### src/rtl/posit_encode_pipe.sv
// posit<8,0> encoder back end: normalizes a <2.10> product with its scale sum,
// builds regime + fraction, rounds nearest-even on the bit string, applies specials.
module posit_encode_pipe #(
    parameter int PIPE_STAGES = 3
) (
    input  logic        CLK,
    input  logic        RST,
    input  logic        IN_VALID,
    output logic        IN_READY,
    input  logic        SIGN,
    input  logic        ZERO,
    input  logic        NAR,
    input  logic [4:0]  SCALE,
    input  logic [11:0] FRAC,
    output logic        OUT_VALID,
    input  logic        OUT_READY,
    output logic [7:0]  POSIT
);

    generate
        if (PIPE_STAGES != 3) begin : g_bad_depth
            $error("posit_encode_pipe supports PIPE_STAGES == 3 only");
        end
    endgenerate

    // valid bits, one per stage
    logic [3:1] vld_q, vld_d;
    logic       s1_adv, s2_adv, s3_adv;

    // stage 1: normalized mantissa and regime exponent
    logic              s1_sign_q, s1_zero_q, s1_nar_q;
    logic              s1_sign_d, s1_zero_d, s1_nar_d;
    logic signed [5:0] s1_k_q, s1_k_d;
    logic [9:0]        s1_f_q, s1_f_d;
    logic              s1_st_q, s1_st_d;

    // stage 2: rounded, clamped 7-bit magnitude
    logic              s2_sign_q, s2_zero_q, s2_nar_q;
    logic              s2_sign_d, s2_zero_d, s2_nar_d;
    logic [6:0]        s2_mag_q, s2_mag_d;

    // stage 3: final posit word
    logic [7:0]        s3_posit_q, s3_posit_d;

    // a stage may take new data when it is empty or its contents move on
    always_comb begin
        s3_adv   = !vld_q[3] || OUT_READY;
        s2_adv   = !vld_q[2] || s3_adv;
        s1_adv   = !vld_q[1] || s2_adv;
        IN_READY = s1_adv;
        vld_d    = vld_q;
        if (s1_adv) vld_d[1] = IN_VALID;
        if (s2_adv) vld_d[2] = vld_q[1];
        if (s3_adv) vld_d[3] = vld_q[2];
    end

    always_comb begin
        s1_sign_d = s1_sign_q;
        s1_zero_d = s1_zero_q;
        s1_nar_d  = s1_nar_q;
        s1_k_d    = s1_k_q;
        s1_f_d    = s1_f_q;
        s1_st_d   = s1_st_q;
        if (IN_VALID && s1_adv) begin
            s1_sign_d = SIGN;
            s1_zero_d = ZERO;
            s1_nar_d  = NAR;
            if (FRAC[11]) begin
                s1_k_d  = $signed({SCALE[4], SCALE}) + 6'sd1;
                s1_f_d  = FRAC[10:1];
                s1_st_d = FRAC[0];
            end else begin
                s1_k_d  = $signed({SCALE[4], SCALE});
                s1_f_d  = FRAC[9:0];
                s1_st_d = 1'b0;
            end
        end
    end

    // regime+fraction laid out MSB-first in a wide string; top 7 bits are the
    // magnitude, the next bit is guard, everything below folds into sticky
    logic [26:0] fs, str;
    logic [2:0]  kpos, kneg;
    logic [6:0]  mag_raw, mag_rnd;
    logic        guard, sticky, rnd_up;
    logic [7:0]  mag_sum;

    always_comb begin
        fs      = {s1_f_q, s1_st_q, 16'b0};
        kpos    = s1_k_q[2:0];
        kneg    = 3'(-s1_k_q);
        if (!s1_k_q[5])
            str = ~({27{1'b1}} >> (4'(kpos) + 4'd1)) | (fs >> (4'(kpos) + 4'd2));
        else
            str = (27'd1 << (5'd26 - 5'(kneg))) | (fs >> (4'(kneg) + 4'd1));
        mag_raw = str[26:20];
        guard   = str[19];
        sticky  = |str[18:0];
        rnd_up  = guard && (sticky || mag_raw[0]);
        mag_sum = {1'b0, mag_raw} + {7'b0, rnd_up};
        if (mag_sum[7])
            mag_rnd = 7'h7F;
        else if (mag_sum[6:0] == 7'h00)
            mag_rnd = 7'h01;
        else
            mag_rnd = mag_sum[6:0];
    end

    always_comb begin
        s2_sign_d = s2_sign_q;
        s2_zero_d = s2_zero_q;
        s2_nar_d  = s2_nar_q;
        s2_mag_d  = s2_mag_q;
        if (vld_q[1] && s2_adv) begin
            s2_sign_d = s1_sign_q;
            s2_zero_d = s1_zero_q;
            s2_nar_d  = s1_nar_q;
            if (s1_k_q > 6'sd6)
                s2_mag_d = 7'h7F;
            else if (s1_k_q < -6'sd6)
                s2_mag_d = 7'h01;
            else
                s2_mag_d = mag_rnd;
        end
    end

    always_comb begin
        s3_posit_d = s3_posit_q;
        if (vld_q[2] && s3_adv) begin
            if (s2_nar_q)
                s3_posit_d = 8'h80;
            else if (s2_zero_q)
                s3_posit_d = 8'h00;
            else if (s2_sign_q)
                s3_posit_d = ~{1'b0, s2_mag_q} + 8'd1;
            else
                s3_posit_d = {1'b0, s2_mag_q};
        end
    end

    always_ff @(posedge CLK or posedge RST) begin
        if (RST) begin
            vld_q      <= '0;
            s1_sign_q  <= 1'b0;
            s1_zero_q  <= 1'b0;
            s1_nar_q   <= 1'b0;
            s1_k_q     <= '0;
            s1_f_q     <= '0;
            s1_st_q    <= 1'b0;
            s2_sign_q  <= 1'b0;
            s2_zero_q  <= 1'b0;
            s2_nar_q   <= 1'b0;
            s2_mag_q   <= '0;
            s3_posit_q <= '0;
        end else begin
            vld_q      <= vld_d;
            s1_sign_q  <= s1_sign_d;
            s1_zero_q  <= s1_zero_d;
            s1_nar_q   <= s1_nar_d;
            s1_k_q     <= s1_k_d;
            s1_f_q     <= s1_f_d;
            s1_st_q    <= s1_st_d;
            s2_sign_q  <= s2_sign_d;
            s2_zero_q  <= s2_zero_d;
            s2_nar_q   <= s2_nar_d;
            s2_mag_q   <= s2_mag_d;
            s3_posit_q <= s3_posit_d;
        end
    end

    assign OUT_VALID = vld_q[3];
    assign POSIT     = s3_posit_q;

endmodule

### config.mk
export PLATFORM = sky130hd
export DESIGN_NAME = posit_encode_pipe
export DESIGN_NICKNAME = d
export VERILOG_FILES = /design/src/rtl/posit_encode_pipe.sv
export SDC_FILE = /design/constraint.sdc
export NUM_CORES = 1
export LEC_CHECK = 0
export ABC_CLOCK_PERIOD_IN_PS = 5900
export CAP_MARGIN = 20
export CORE_MARGIN = 10
export CORE_UTILIZATION = 30
export CTS_CLUSTER_SIZE = 12
export DETAILED_ROUTE_END_ITERATION = 12
export PLACE_DENSITY_LB_ADDON = 0.05
export SYNTH_ARGS = -nofsm -noshare
export SYNTH_HDL_FRONTEND = slang
export SYNTH_SLANG_ARGS = --single-unit
export TNS_END_PERCENT = 10
### constraint.sdc
create_clock -name CLK -period 5.9 [get_ports CLK]
set_clock_uncertainty 0.05 [all_clocks]
set_input_delay 1.475 -clock CLK [delete_from_list [all_inputs] [get_ports CLK]]
set_output_delay 1.475 -clock CLK [all_outputs]
set_load 0.05 [all_outputs]
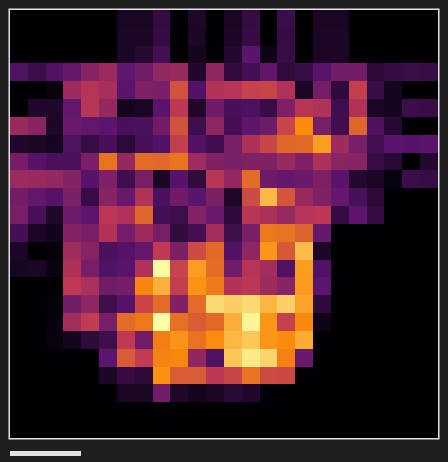
Fig. 1. Routed metal per tile.
Bar = 20 um. The die is cut into 24 by 24 equal tiles; black is low, pale yellow is high, scaled to the fullest tile. Values are wire area over tile area, all layers added.
tiles over half the peak: 16%
emptiest ninth of the die: lower right
mean over tiles: 0.083
nearly empty tiles: 35%
routed len/inst: 16.1 um
GRT Overall Usage: 10.9%

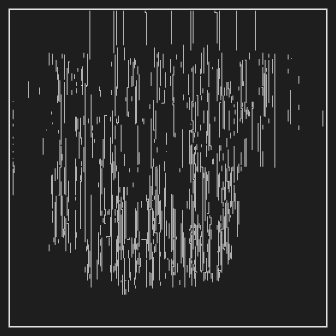
Fig. 2. M2 wires.
longest straight run: 60.9 um
wire length on this layer: 3830 um
GR Util met2: 17.7%
DR vias: 2574
WL final: 7990 um

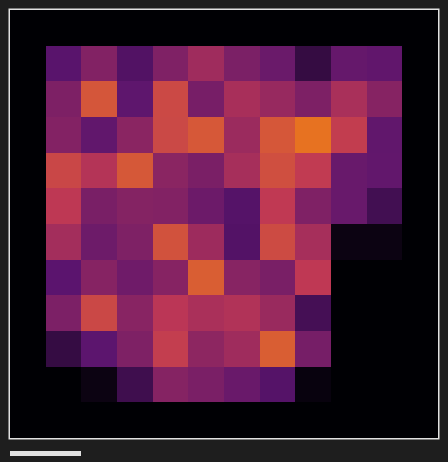
Fig. 3. Cell area per tile.
Bar = 20 um. The die is cut into 12 by 12 equal tiles; black is low, pale yellow is high, 0 to 100% covered.
nearly empty tiles: 37%
emptiest ninth of the die: lower right
mean over tiles: 23%
densest ninth of the die: center
fullest tile: 67%
initial core utilization: 31.0%
Util after Layout: 36.2%
core footprint: 9860 um^2

==> ci_impl_report.md <==
## Implementation flow summary

| Metric | Value |
|---|---|
| Outcome | `finished clean` |
| Critical path's slowest cell | `clkdlybuf4s50_1` |
| Crit path kind | `primary input to output port` |
| Setup TNS | `0 ns` |
| Post-CTS sizing | `0` |
| Post-synthesis chip area from yosys | `just over 3000 um^2` |
| Tmin final | `between 4 and 5 ns` |
| WHS | `between 0.4 and 0.5 ns` |
| Registers, synthesis | `41` |
| Post-Place Worst Slack | `1.40 ns` |
| DP HPWL | `5910 um` |
| Clk sinks | `41` |
| GR Util met3 | `2.28%` |
| Met1 usage | `14.5%` |
| Post-synth design cell area | `3060 um^2` |
| Hold Crit Class | `register to register` |
| Max-capacitance violation count | `0` |
| First-pass GRT wire length | `13200 um` |
| Final GP Congestion | `roughly 0.83` |
| Unrepaired setup endpoints after global routing | `no` |
| H-tree levels | `2` |
| Die height | `around 120 um` |
| Die area | `14600 um^2` |
| Rows | `36` |
| Max Slew Vio Count | `0` |
| Leak | `1.51 nW` |
| Final worst-path cycle share | `76.2%` |
| Seq/Total Area, Yosys | `33.5%` |
| Die width | `121 um` |
| Number of enable flip-flop cells | `0` |
| CP arrival | `slightly below 3 ns` |
| Synth-to-layout area growth | `16.7%` |
| DRT iter0 DRCs | `122` |
| Vias in the first global route | `2590` |
| Root buffer cell | `clkbuf_8` |
| Multi-input logic area | `1880 um^2` |
| Final tally of setup violations | `0` |
| Synth Warn # | `0` |
| Layout cell share with drive strength beyond 1 | `approximately 8.5%` |
| Setup crit start kind | `primary input` |
| Critical path cell sequence | `clkdlybuf4s50_1 > nor2b_1 > nand3_1 > clkdlybuf4s50_1` |
| Final worst slack | `1.40 ns` |
| Syn_nets | `about 380` |
| CP max FO | `3` |
| Antenna Cells | `0` |
| Total global routing overflow | `0` |
| CP Capture Type | `output port` |
| Antenna viol nets, final | `0` |
| Cts hold-fix bufs | `0` |
| Worst-path clk slew | `0.08 ns` |
| Pwr Density | `336 nW/um^2` |
| Placed Area | `3470 um^2` |
| Post-Syn Area per Cell | `8.95 um^2` |
| Fmax | `0.222 GHz` |
| Largest net degree at the start of global routing | `42` |
| Cells in synth_stat.txt | `342` |
| Most numerous logic cell after layout | `nand2_1` |
| Top Layout Cells | `nand2_1, dfrtp_1, o21ai_0` |
| Max IR drop VDD | `0.111 mV` |
| Total I/O pin count | `34` |
| Crit path largest cell delay | `0.83 ns` |
| Post-synth top flop | `dfrtp_1` |
| Stage-log warning count | `32` |
| TritonCTS Buffers | `5` |
| Async set-reset flop share out of synthesis | `100%` |
| Busiest layer in global routing | `met2` |
## power by group
group | leakage [nW] | switching, mW | internal (mW)
clock | 0.0439 | 0.100 | 0.0817
combinational | 0.964 | 0.342 | 0.250
sequential | 0.497 | 0.0815 | 0.344
total | 1.51 | 0.524 | 0.675
## per-layer routing
layer	wire, um	part of all wire, %
met5	0	0
met4	46	0.58
met3	236	3.0
met2	3830	48
met1	3870	48
## area by class of cell
type | count | area share, %
Tap cell | 133 | 4.66
Sequential cell | 41 | 28.7
Clock buffer | 5 | 1.93
Multi-Input combinational cell | 264 | 52.6
Inverter | 15 | 1.58
Timing Repair Buffer | 36 | 10.1
Clock inverter | 3 | 0.490
## cells by family after synthesis
kind of cell,Yosys count,synth area share (%)
and+or+nand+nor,120,20.5
AOI/OAI and AO/OA,90,20.1
DFF,41,33.5
buffers and inverters,37,5.15
muxes,32,13.1
xor gates and xnor gates,11,3.15
adders and majority gates,11,4.50
## path summary, 6_finish.rpt
kind | depth (start not counted) | startpoint | slack (ns) | end
worst max register to register | 12 | s1_k_q[1]$_DFFE_PP0P_ | 1.50 | s2_mag_q[0]$_DFFE_PP0P_
worst max-delay path | 4 | OUT_READY | 1.40 | IN_READY
worst min-delay path | 2 | POSIT[3]$_DFFE_PP0P_ | 0.43 | POSIT[3]$_DFFE_PP0P_
max in group asynchronous | 3 | RST | 3.88 | s1_k_q[2]$_DFFE_PP0P_
min in group asynchronous | 3 | RST | 1.57 | s1_f_q[0]$_DFFE_PP0P_
worst min register to register | 2 | POSIT[3]$_DFFE_PP0P_ | 0.43 | POSIT[3]$_DFFE_PP0P_
## critical path: cells and delay by family
kind	cells	cell delay (ns)
buffers and inverters	2	1.30
AND/OR/NAND/NOR	2	0.20
## through the flow
step	std cells	util, %
2_1_floorplan	342	-
3_3_place_gp	488	35.2
4_1_cts	496	36.1
5_1_grt	497	36.2
6_report	497	36.2
3_5_place_dp	488	35.2
## state kept, by name, indices dropped and copies added (netlist names)
signal	count
s2_zero_q	1
s1_f_q	10
s2_sign_q	1
s2_nar_q	1
s1_k_q	6
s2_mag_q	7
s1_zero_q	1
s1_nar_q	1
POSIT	8
vld_q	3
s1_st_q	1
s1_sign_q	1
## synth_stat cells (4+ instances only)
master | n | area [um^2]
xnor2_1 | 5 | 43.8
nor2b_1 | 5 | 31.3
o21ai_0 | 37 | 185
dfrtp_1 | 41 | 1030
a21o_1 | 4 | 30.0
nand3_1 | 4 | 20.0
a21oi_1 | 12 | 60.1
mux2_2 | 7 | 78.8
clkbuf_1 | 14 | 52.6
nand2b_1 | 11 | 68.8
mux2i_1 | 19 | 190
xor2_1 | 6 | 52.6
or3_1 | 4 | 25.0
nor2_1 | 17 | 63.8
ha_1 | 11 | 138
nand2_1 | 47 | 176
nor3_1 | 7 | 35.0
inv_1 | 13 | 48.8
buf_2 | 6 | 30.0
No activity file was given, so power comes from the tool's default toggle rates.
